===== src/rtl/m_mem_arbiter_pkg.sv =====
// Shared codes and defaults for the IF/data memory arbiter.
// Pure declarations: no latency, no flow control.
package m_arb_pkg;

  typedef enum logic [1:0] {
    OWN_NONE = 2'd0,
    OWN_IF   = 2'd1,
    OWN_D    = 2'd2
  } owner_e;

  typedef enum logic {
    PRI_D  = 1'b0,
    PRI_IF = 1'b1
  } pri_e;

  localparam int ARB_ADDR_W     = 12;
  localparam int ARB_DATA_W     = 32;
  localparam int ARB_STARVE_MAX = 4;

  // Counter width able to hold 0..max inclusive.
  function automatic int cnt_w(input int max);
    return (max < 1) ? 1 : $clog2(max + 1);
  endfunction

endpackage


===== src/rtl/m_mem_arbiter_if.sv =====
// Requester + RAM bus of the memory arbiter; slave is the arbiter side.
// Grants are combinational, read data returns one cycle after grant.
interface m_mem_arbiter_if
  import m_arb_pkg::*;
#(
  parameter int ADDR_W = ARB_ADDR_W,
  parameter int DATA_W = ARB_DATA_W
);
  logic              w_if_req;
  logic [ADDR_W-1:0] w_if_addr;
  logic              w_if_gnt;
  logic              w_if_rvalid;
  logic [DATA_W-1:0] w_if_rdata;

  logic              w_d_req;
  logic              w_d_we;
  logic [ADDR_W-1:0] w_d_addr;
  logic [DATA_W-1:0] w_d_wdata;
  logic              w_d_gnt;
  logic              w_d_rvalid;
  logic [DATA_W-1:0] w_d_rdata;

  logic [ADDR_W-1:0] w_mem_addr;
  logic              w_mem_we;
  logic [DATA_W-1:0] w_mem_din;
  logic [DATA_W-1:0] w_mem_dout;

  modport slave (
    input  w_if_req, w_if_addr, w_d_req, w_d_we, w_d_addr, w_d_wdata, w_mem_dout,
    output w_if_gnt, w_if_rvalid, w_if_rdata, w_d_gnt, w_d_rvalid, w_d_rdata,
           w_mem_addr, w_mem_we, w_mem_din
  );

  modport master (
    output w_if_req, w_if_addr, w_d_req, w_d_we, w_d_addr, w_d_wdata, w_mem_dout,
    input  w_if_gnt, w_if_rvalid, w_if_rdata, w_d_gnt, w_d_rvalid, w_d_rdata,
           w_mem_addr, w_mem_we, w_mem_din
  );
endinterface


===== src/rtl/m_mem_arbiter_starve_cnt.sv =====
// Saturating count of consecutive ungranted IF cycles; o_hit flags the next value reaching MAX.
// Registered count, combinational hit; no flow control.
module m_starve_cnt
  import m_arb_pkg::*;
#(
  parameter int MAX = ARB_STARVE_MAX
) (
  input  logic i_clk,
  input  logic i_rst_n,
  input  logic i_inc,
  input  logic i_clr,
  output logic o_hit
);
  localparam int W = cnt_w(MAX);
  localparam logic [W-1:0] LP_MAX = W'(MAX);

  logic [W-1:0] r_cnt;
  logic [W-1:0] w_cnt_nxt;

  always_comb begin
    w_cnt_nxt = r_cnt;
    if (i_clr) begin
      w_cnt_nxt = '0;
    end else if (i_inc && (r_cnt != LP_MAX)) begin
      w_cnt_nxt = r_cnt + W'(1);
    end
  end

  always_ff @(posedge i_clk or negedge i_rst_n) begin
    if (!i_rst_n) begin
      r_cnt <= '0;
    end else begin
      r_cnt <= w_cnt_nxt;
    end
  end

  // Looking at the next value lets the forced IF grant land in the very next cycle.
  assign o_hit = (w_cnt_nxt == LP_MAX);

endmodule


===== src/rtl/m_mem_arbiter.sv =====
// Shares one single-port RAM between IF (read-only) and data (load/store); data wins unless IF is starving.
// Grant combinational, read response one cycle after grant; losers stall by holding req.
module m_mem_arbiter
  import m_arb_pkg::*;
#(
  parameter int STARVE_MAX = ARB_STARVE_MAX
) (
  input  logic            w_clk,
  input  logic            w_rst_n,
  m_mem_arbiter_if.slave  bus
);
  pri_e   r_state;
  owner_e r_owner;

  logic w_if_gnt;
  logic w_d_gnt;
  logic w_inc;
  logic w_clr;
  logic w_hit;

  // Reset gates the grants so nothing reaches the RAM while held in reset.
  always_comb begin
    w_if_gnt = 1'b0;
    w_d_gnt  = 1'b0;
    if (w_rst_n) begin
      if (r_state == PRI_IF) begin
        w_if_gnt = bus.w_if_req;
        w_d_gnt  = bus.w_d_req & ~bus.w_if_req;
      end else begin
        w_d_gnt  = bus.w_d_req;
        w_if_gnt = bus.w_if_req & ~bus.w_d_req;
      end
    end
  end

  assign bus.w_if_gnt   = w_if_gnt;
  assign bus.w_d_gnt    = w_d_gnt;
  assign bus.w_mem_addr = w_if_gnt ? bus.w_if_addr : bus.w_d_addr;
  assign bus.w_mem_we   = w_d_gnt & bus.w_d_we;
  assign bus.w_mem_din  = bus.w_d_wdata;

  assign w_inc = bus.w_if_req & ~w_if_gnt;
  assign w_clr = w_if_gnt | ~bus.w_if_req;

  m_starve_cnt #(
    .MAX (STARVE_MAX)
  ) u_starve_cnt (
    .i_clk   (w_clk),
    .i_rst_n (w_rst_n),
    .i_inc   (w_inc),
    .i_clr   (w_clr),
    .o_hit   (w_hit)
  );

  always_ff @(posedge w_clk or negedge w_rst_n) begin
    if (!w_rst_n) begin
      r_state <= PRI_D;
      r_owner <= OWN_NONE;
    end else begin
      if (w_if_gnt) begin
        r_owner <= OWN_IF;
      end else if (w_d_gnt && !bus.w_d_we) begin
        r_owner <= OWN_D;
      end else begin
        r_owner <= OWN_NONE;
      end

      case (r_state)
        PRI_D:  if (w_hit) r_state <= PRI_IF;
        PRI_IF: if (w_if_gnt || !bus.w_if_req) r_state <= PRI_D;
      endcase
    end
  end

  // Both ports see the RAM output; rvalid tells each requester whether it is theirs.
  assign bus.w_if_rvalid = (r_owner == OWN_IF);
  assign bus.w_d_rvalid  = (r_owner == OWN_D);
  assign bus.w_if_rdata  = bus.w_mem_dout;
  assign bus.w_d_rdata   = bus.w_mem_dout;

endmodule


===== src/flat_wrapper.sv =====
// flat-port wrapper written by rule: the top's interface ports become plain ports
module m_mem_arbiter_flat import m_arb_pkg::*;
#(
  parameter int STARVE_MAX = ARB_STARVE_MAX
)
  (w_clk, w_rst_n, bus_w_if_req, bus_w_if_addr, bus_w_d_req, bus_w_d_we, bus_w_d_addr, bus_w_d_wdata, bus_w_mem_dout, bus_w_if_gnt, bus_w_if_rvalid, bus_w_if_rdata, bus_w_d_gnt, bus_w_d_rvalid, bus_w_d_rdata, bus_w_mem_addr, bus_w_mem_we, bus_w_mem_din);
  m_mem_arbiter_if #(.ADDR_W((12)), .DATA_W((32))) bus_i ();
  input  logic w_clk;
  input  logic w_rst_n;
  input wire logic [$bits(bus_i.w_if_req)-1:0] bus_w_if_req;
  input wire logic [$bits(bus_i.w_if_addr)-1:0] bus_w_if_addr;
  input wire logic [$bits(bus_i.w_d_req)-1:0] bus_w_d_req;
  input wire logic [$bits(bus_i.w_d_we)-1:0] bus_w_d_we;
  input wire logic [$bits(bus_i.w_d_addr)-1:0] bus_w_d_addr;
  input wire logic [$bits(bus_i.w_d_wdata)-1:0] bus_w_d_wdata;
  input wire logic [$bits(bus_i.w_mem_dout)-1:0] bus_w_mem_dout;
  output wire logic [$bits(bus_i.w_if_gnt)-1:0] bus_w_if_gnt;
  output wire logic [$bits(bus_i.w_if_rvalid)-1:0] bus_w_if_rvalid;
  output wire logic [$bits(bus_i.w_if_rdata)-1:0] bus_w_if_rdata;
  output wire logic [$bits(bus_i.w_d_gnt)-1:0] bus_w_d_gnt;
  output wire logic [$bits(bus_i.w_d_rvalid)-1:0] bus_w_d_rvalid;
  output wire logic [$bits(bus_i.w_d_rdata)-1:0] bus_w_d_rdata;
  output wire logic [$bits(bus_i.w_mem_addr)-1:0] bus_w_mem_addr;
  output wire logic [$bits(bus_i.w_mem_we)-1:0] bus_w_mem_we;
  output wire logic [$bits(bus_i.w_mem_din)-1:0] bus_w_mem_din;
  assign bus_i.w_if_req = bus_w_if_req;
  assign bus_i.w_if_addr = bus_w_if_addr;
  assign bus_i.w_d_req = bus_w_d_req;
  assign bus_i.w_d_we = bus_w_d_we;
  assign bus_i.w_d_addr = bus_w_d_addr;
  assign bus_i.w_d_wdata = bus_w_d_wdata;
  assign bus_i.w_mem_dout = bus_w_mem_dout;
  assign bus_w_if_gnt = bus_i.w_if_gnt;
  assign bus_w_if_rvalid = bus_i.w_if_rvalid;
  assign bus_w_if_rdata = bus_i.w_if_rdata;
  assign bus_w_d_gnt = bus_i.w_d_gnt;
  assign bus_w_d_rvalid = bus_i.w_d_rvalid;
  assign bus_w_d_rdata = bus_i.w_d_rdata;
  assign bus_w_mem_addr = bus_i.w_mem_addr;
  assign bus_w_mem_we = bus_i.w_mem_we;
  assign bus_w_mem_din = bus_i.w_mem_din;
  m_mem_arbiter #(.STARVE_MAX(STARVE_MAX)) u_core (.w_clk(w_clk), .w_rst_n(w_rst_n), .bus(bus_i));
endmodule

===== config.mk =====
export PLATFORM = sky130hd
export DESIGN_NAME = m_mem_arbiter_flat
export DESIGN_NICKNAME = d
export VERILOG_FILES = /design/src/rtl/m_mem_arbiter_pkg.sv /design/src/rtl/m_mem_arbiter_if.sv /design/src/rtl/m_mem_arbiter_starve_cnt.sv /design/src/rtl/m_mem_arbiter.sv /design/src/flat_wrapper.sv
export SDC_FILE = /design/constraint.sdc
export NUM_CORES = 1
export LEC_CHECK = 0
export ABC_AREA = 0
export CORE_ASPECT_RATIO = 0.5
export CORE_MARGIN = 2
export CORE_UTILIZATION = 24
export DETAILED_ROUTE_END_ITERATION = 16
export PLACE_DENSITY_LB_ADDON = 0.25
export SLEW_MARGIN = 25
export SYNTH_ARGS = -nofsm -noshare
export SYNTH_HDL_FRONTEND = slang
export SYNTH_SLANG_ARGS = --single-unit

===== constraint.sdc =====
create_clock -name w_clk -period 3.2 [get_ports w_clk]
set_clock_uncertainty 0.05 [all_clocks]
set_input_delay 0.32 -clock w_clk [delete_from_list [all_inputs] [get_ports w_clk]]
set_output_delay 0.32 -clock w_clk [all_outputs]
set_load 0.01 [all_outputs]

Figure 1. PDN straps and rails.
Scale bar: 20 um. Pins as bars on the die edge.
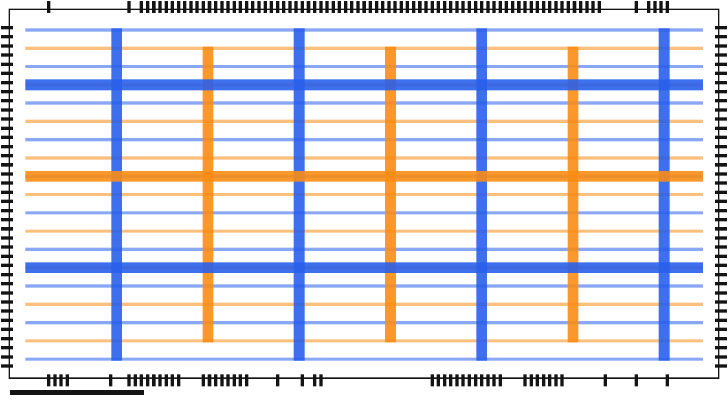
legend:
  VDD:
    colour: orange
  VSS:
    colour: blue
signal pins: 206
rows: 18

Figure 2. Cell classes on the final placement.
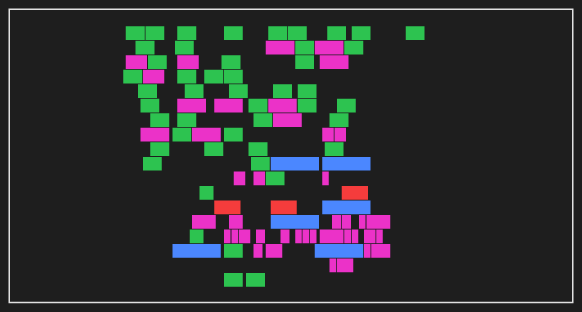
legend:
  remaining logic cells:
    colour: magenta
    cells: 42
    share_of_their_area: 35%
  clock-net drivers:
    colour: red
    cells: 3
    share_of_their_area: 4.1%
  registers:
    colour: blue
    cells: 6
    share_of_their_area: 15%
  remaining buffers and delay cells:
    colour: green
    cells: 47
    share_of_their_area: 46%

==> run summary <==
Results of the full flow below.

Outcome:
- The flow ran to the end, and the final reports show no timing, DRC or antenna violations.

Die:
- The run gives the die area as 5750 um^2.
- The floorplan has 18 rows.
- The run puts the floorplan-stage core utilization at 25.0%.
- From left edge to right edge, the die measures 105 um.

Clocking:
- Gates resized during post-CTS repair numbered 0.
- Hold repair after CTS inserted 0 buffers.
- Looking at the clock tree report, the root buffer type is sky130_fd_sc_hd__clkbuf_8.
- The run puts the total clock buffers created by CTS at 3.

Finish:
- The run gives the area of the multi-input gates as 330 um^2.
- The run puts the antenna cell count at 0.
- The run gives the share of post-route cells with drive strength above 1 as roughly 18%.
- The run gives the number of inserted filler cells in the final layout as 531.
- The finished cells cover 1090 um^2.
- The most common logic cells in the final layout are sky130_fd_sc_hd__clkdlybuf4s50_1 (45), sky130_fd_sc_hd__mux2_4 (9), sky130_fd_sc_hd__dfrtp_1 (6).

Setup path:
- For reference, the most critical setup path is categorized as in -> out.
- The run gives the cell depth of the worst flop-to-flop path as 5.
- In this design, the largest share of critical-path delay is due to buffers and inverters.
- The worst setup path is launched from an input port.

Power and ir drop:
- For this design the ratio of total power to cell area is 285 nW/um^2.

Global route:
- The run puts the total overflow reported by the global router at 0.
- The run gives the all-layer global routing usage as ~7.6%.
- Entering global routing, the biggest net connects 14 pins.

Timing:
- The final timing report counts setup violations totalling 0.
- The run puts the relative slew slack at 78.4%.
- Setup repair after global routing left no endpoint under its margin.
- The run puts the clock period minus final worst setup slack at 2.46 ns.
- The run gives the actual slew at the worst max-slew pin as 0.320 ns.
- Pins over their slew limit in the final report were tallied at 0.

Drt:
- The run puts the total detailed-routing wirelength at ~2500 um.
- The run puts the DRC violation total after the first TritonRoute iteration at 17.
- In the routed layout, each cell is associated on average with a via count of 3.48.

Synthesis:
- The run gives the synthesized chip area reported by yosys as 1230 um^2.
- The run gives the mean instance size in the synthesized netlist as 8.49 um^2.
- The run gives the cell type with the highest aggregate area in the netlist as sky130_fd_sc_hd__buf_4.
- The run gives the combined area of all synthesized cells as around 1200 um^2.
- The run gives the share of the synthesized area in the top cell type as around 59%.
- By area the synthesized netlist is led by sky130_fd_sc_hd__buf_4 (59%), sky130_fd_sc_hd__dfrtp_1 (12%), sky130_fd_sc_hd__mux2_4 (11%).

Placement:
- The run gives the count of buffers inserted at the top-level ports as around 45.
- The placed instances occupy a cell area of 1050 um^2.
- Detailed placement finished with a half-perimeter wire length of 2170 um.

Job:
- The run puts the tally of OpenROAD warnings at 27.

Hold path:
- STA reports the tightest min-delay check as being of type in -> async.
## registers in the layout, indices dropped and copies added (netlist names)
register and count:
u_core.u_starve_cnt.r_cnt 3, u_core.r_owner 2, u_core.r_state 1
## Yosys cell counts
cell,n
sky130_fd_sc_hd__nor2_1,4
sky130_fd_sc_hd__mux2_4,9
sky130_fd_sc_hd__o211ai_2,1
sky130_fd_sc_hd__a211oi_1,1
sky130_fd_sc_hd__xnor2_1,1
sky130_fd_sc_hd__mux2_2,3
sky130_fd_sc_hd__buf_6,1
sky130_fd_sc_hd__mux2i_1,1
sky130_fd_sc_hd__and2_1,1
sky130_fd_sc_hd__ha_1,2
sky130_fd_sc_hd__nand3_1,2
sky130_fd_sc_hd__nor3_1,1
sky130_fd_sc_hd__buf_4,96
sky130_fd_sc_hd__nor2b_1,5
sky130_fd_sc_hd__dfrtp_1,6
sky130_fd_sc_hd__a21oi_1,1
sky130_fd_sc_hd__nand2_1,3
sky130_fd_sc_hd__o21ai_1,1
sky130_fd_sc_hd__inv_1,5
sky130_fd_sc_hd__o41ai_1,1
## final timing paths
check	slack, ns	to	start
setup / recovery	0.74	bus_w_mem_addr[2]	bus_w_d_req
hold / removal	0.41	u_core.r_state	w_rst_n
setup reg to reg	1.78	u_core.r_state	u_core.u_starve_cnt.r_cnt[0]
hold reg to reg	0.53	u_core.u_starve_cnt.r_cnt[1]	u_core.u_starve_cnt.r_cnt[2]
max in group asynchronous	2.57	u_core.r_owner[0]	w_rst_n
min in group w_clk	0.53	u_core.u_starve_cnt.r_cnt[1]	u_core.u_starve_cnt.r_cnt[2]
## cells by family (layout without fill, tap and decap cells)
logic type,Yosys count,after routing,share of synthesized area (%)
buf+inv,102,55,61.0
simple gates,16,16,6.40
compound gates,5,5,3.15
flops,6,6,12.2
mux,13,13,14.5
xor+xnor,1,1,0.712
fa+ha+maj,2,2,2.03
## through the flow
step | cells | utilization [%] | worst slack [ns] | hold WS, ns | total power (W)
floorplan | 145 | - | 1.67 | -0.0256 | 0.000252
global placement | 165 | 21.3 | 0.741 | 0.518 | 0.000199
detailed placement | 165 | 21.3 | 0.727 | 0.515 | 0.000199
CTS | 168 | 22.2 | 0.730 | 0.411 | 0.000315
global route | 168 | 22.2 | 0.660 | 0.446 | 0.000329
finish | 168 | 22.2 | 0.743 | 0.406 | 0.000311
## routing by layer
layer	global-route usage [%]	part of all wire [%]
met2	12.9	54
met3	6.43	16
met1	6.92	28
met5	0	0
met4	2.67	1.2
## final cells by class
cell class / count / share of cell area [%]
Clock buffer: 3 / 3.78
Inverter: 5 / 1.72
Multi-Input combinational cell: 37 / 30.2
Sequential cell: 6 / 13.7
Tap cell: 70 / 8.01
Timing Repair Buffer: 47 / 42.6
## where the power goes
group          total (W)  internal [W]  switching, W  leakage [nW]
logic           0.000113     0.0000764     0.0000365         0.369
clock network   0.000115     0.0000809     0.0000337        0.0216
registers      0.0000837     0.0000801    0.00000368        0.0810
No activity file was given, so power comes from the tool's default toggle rates.
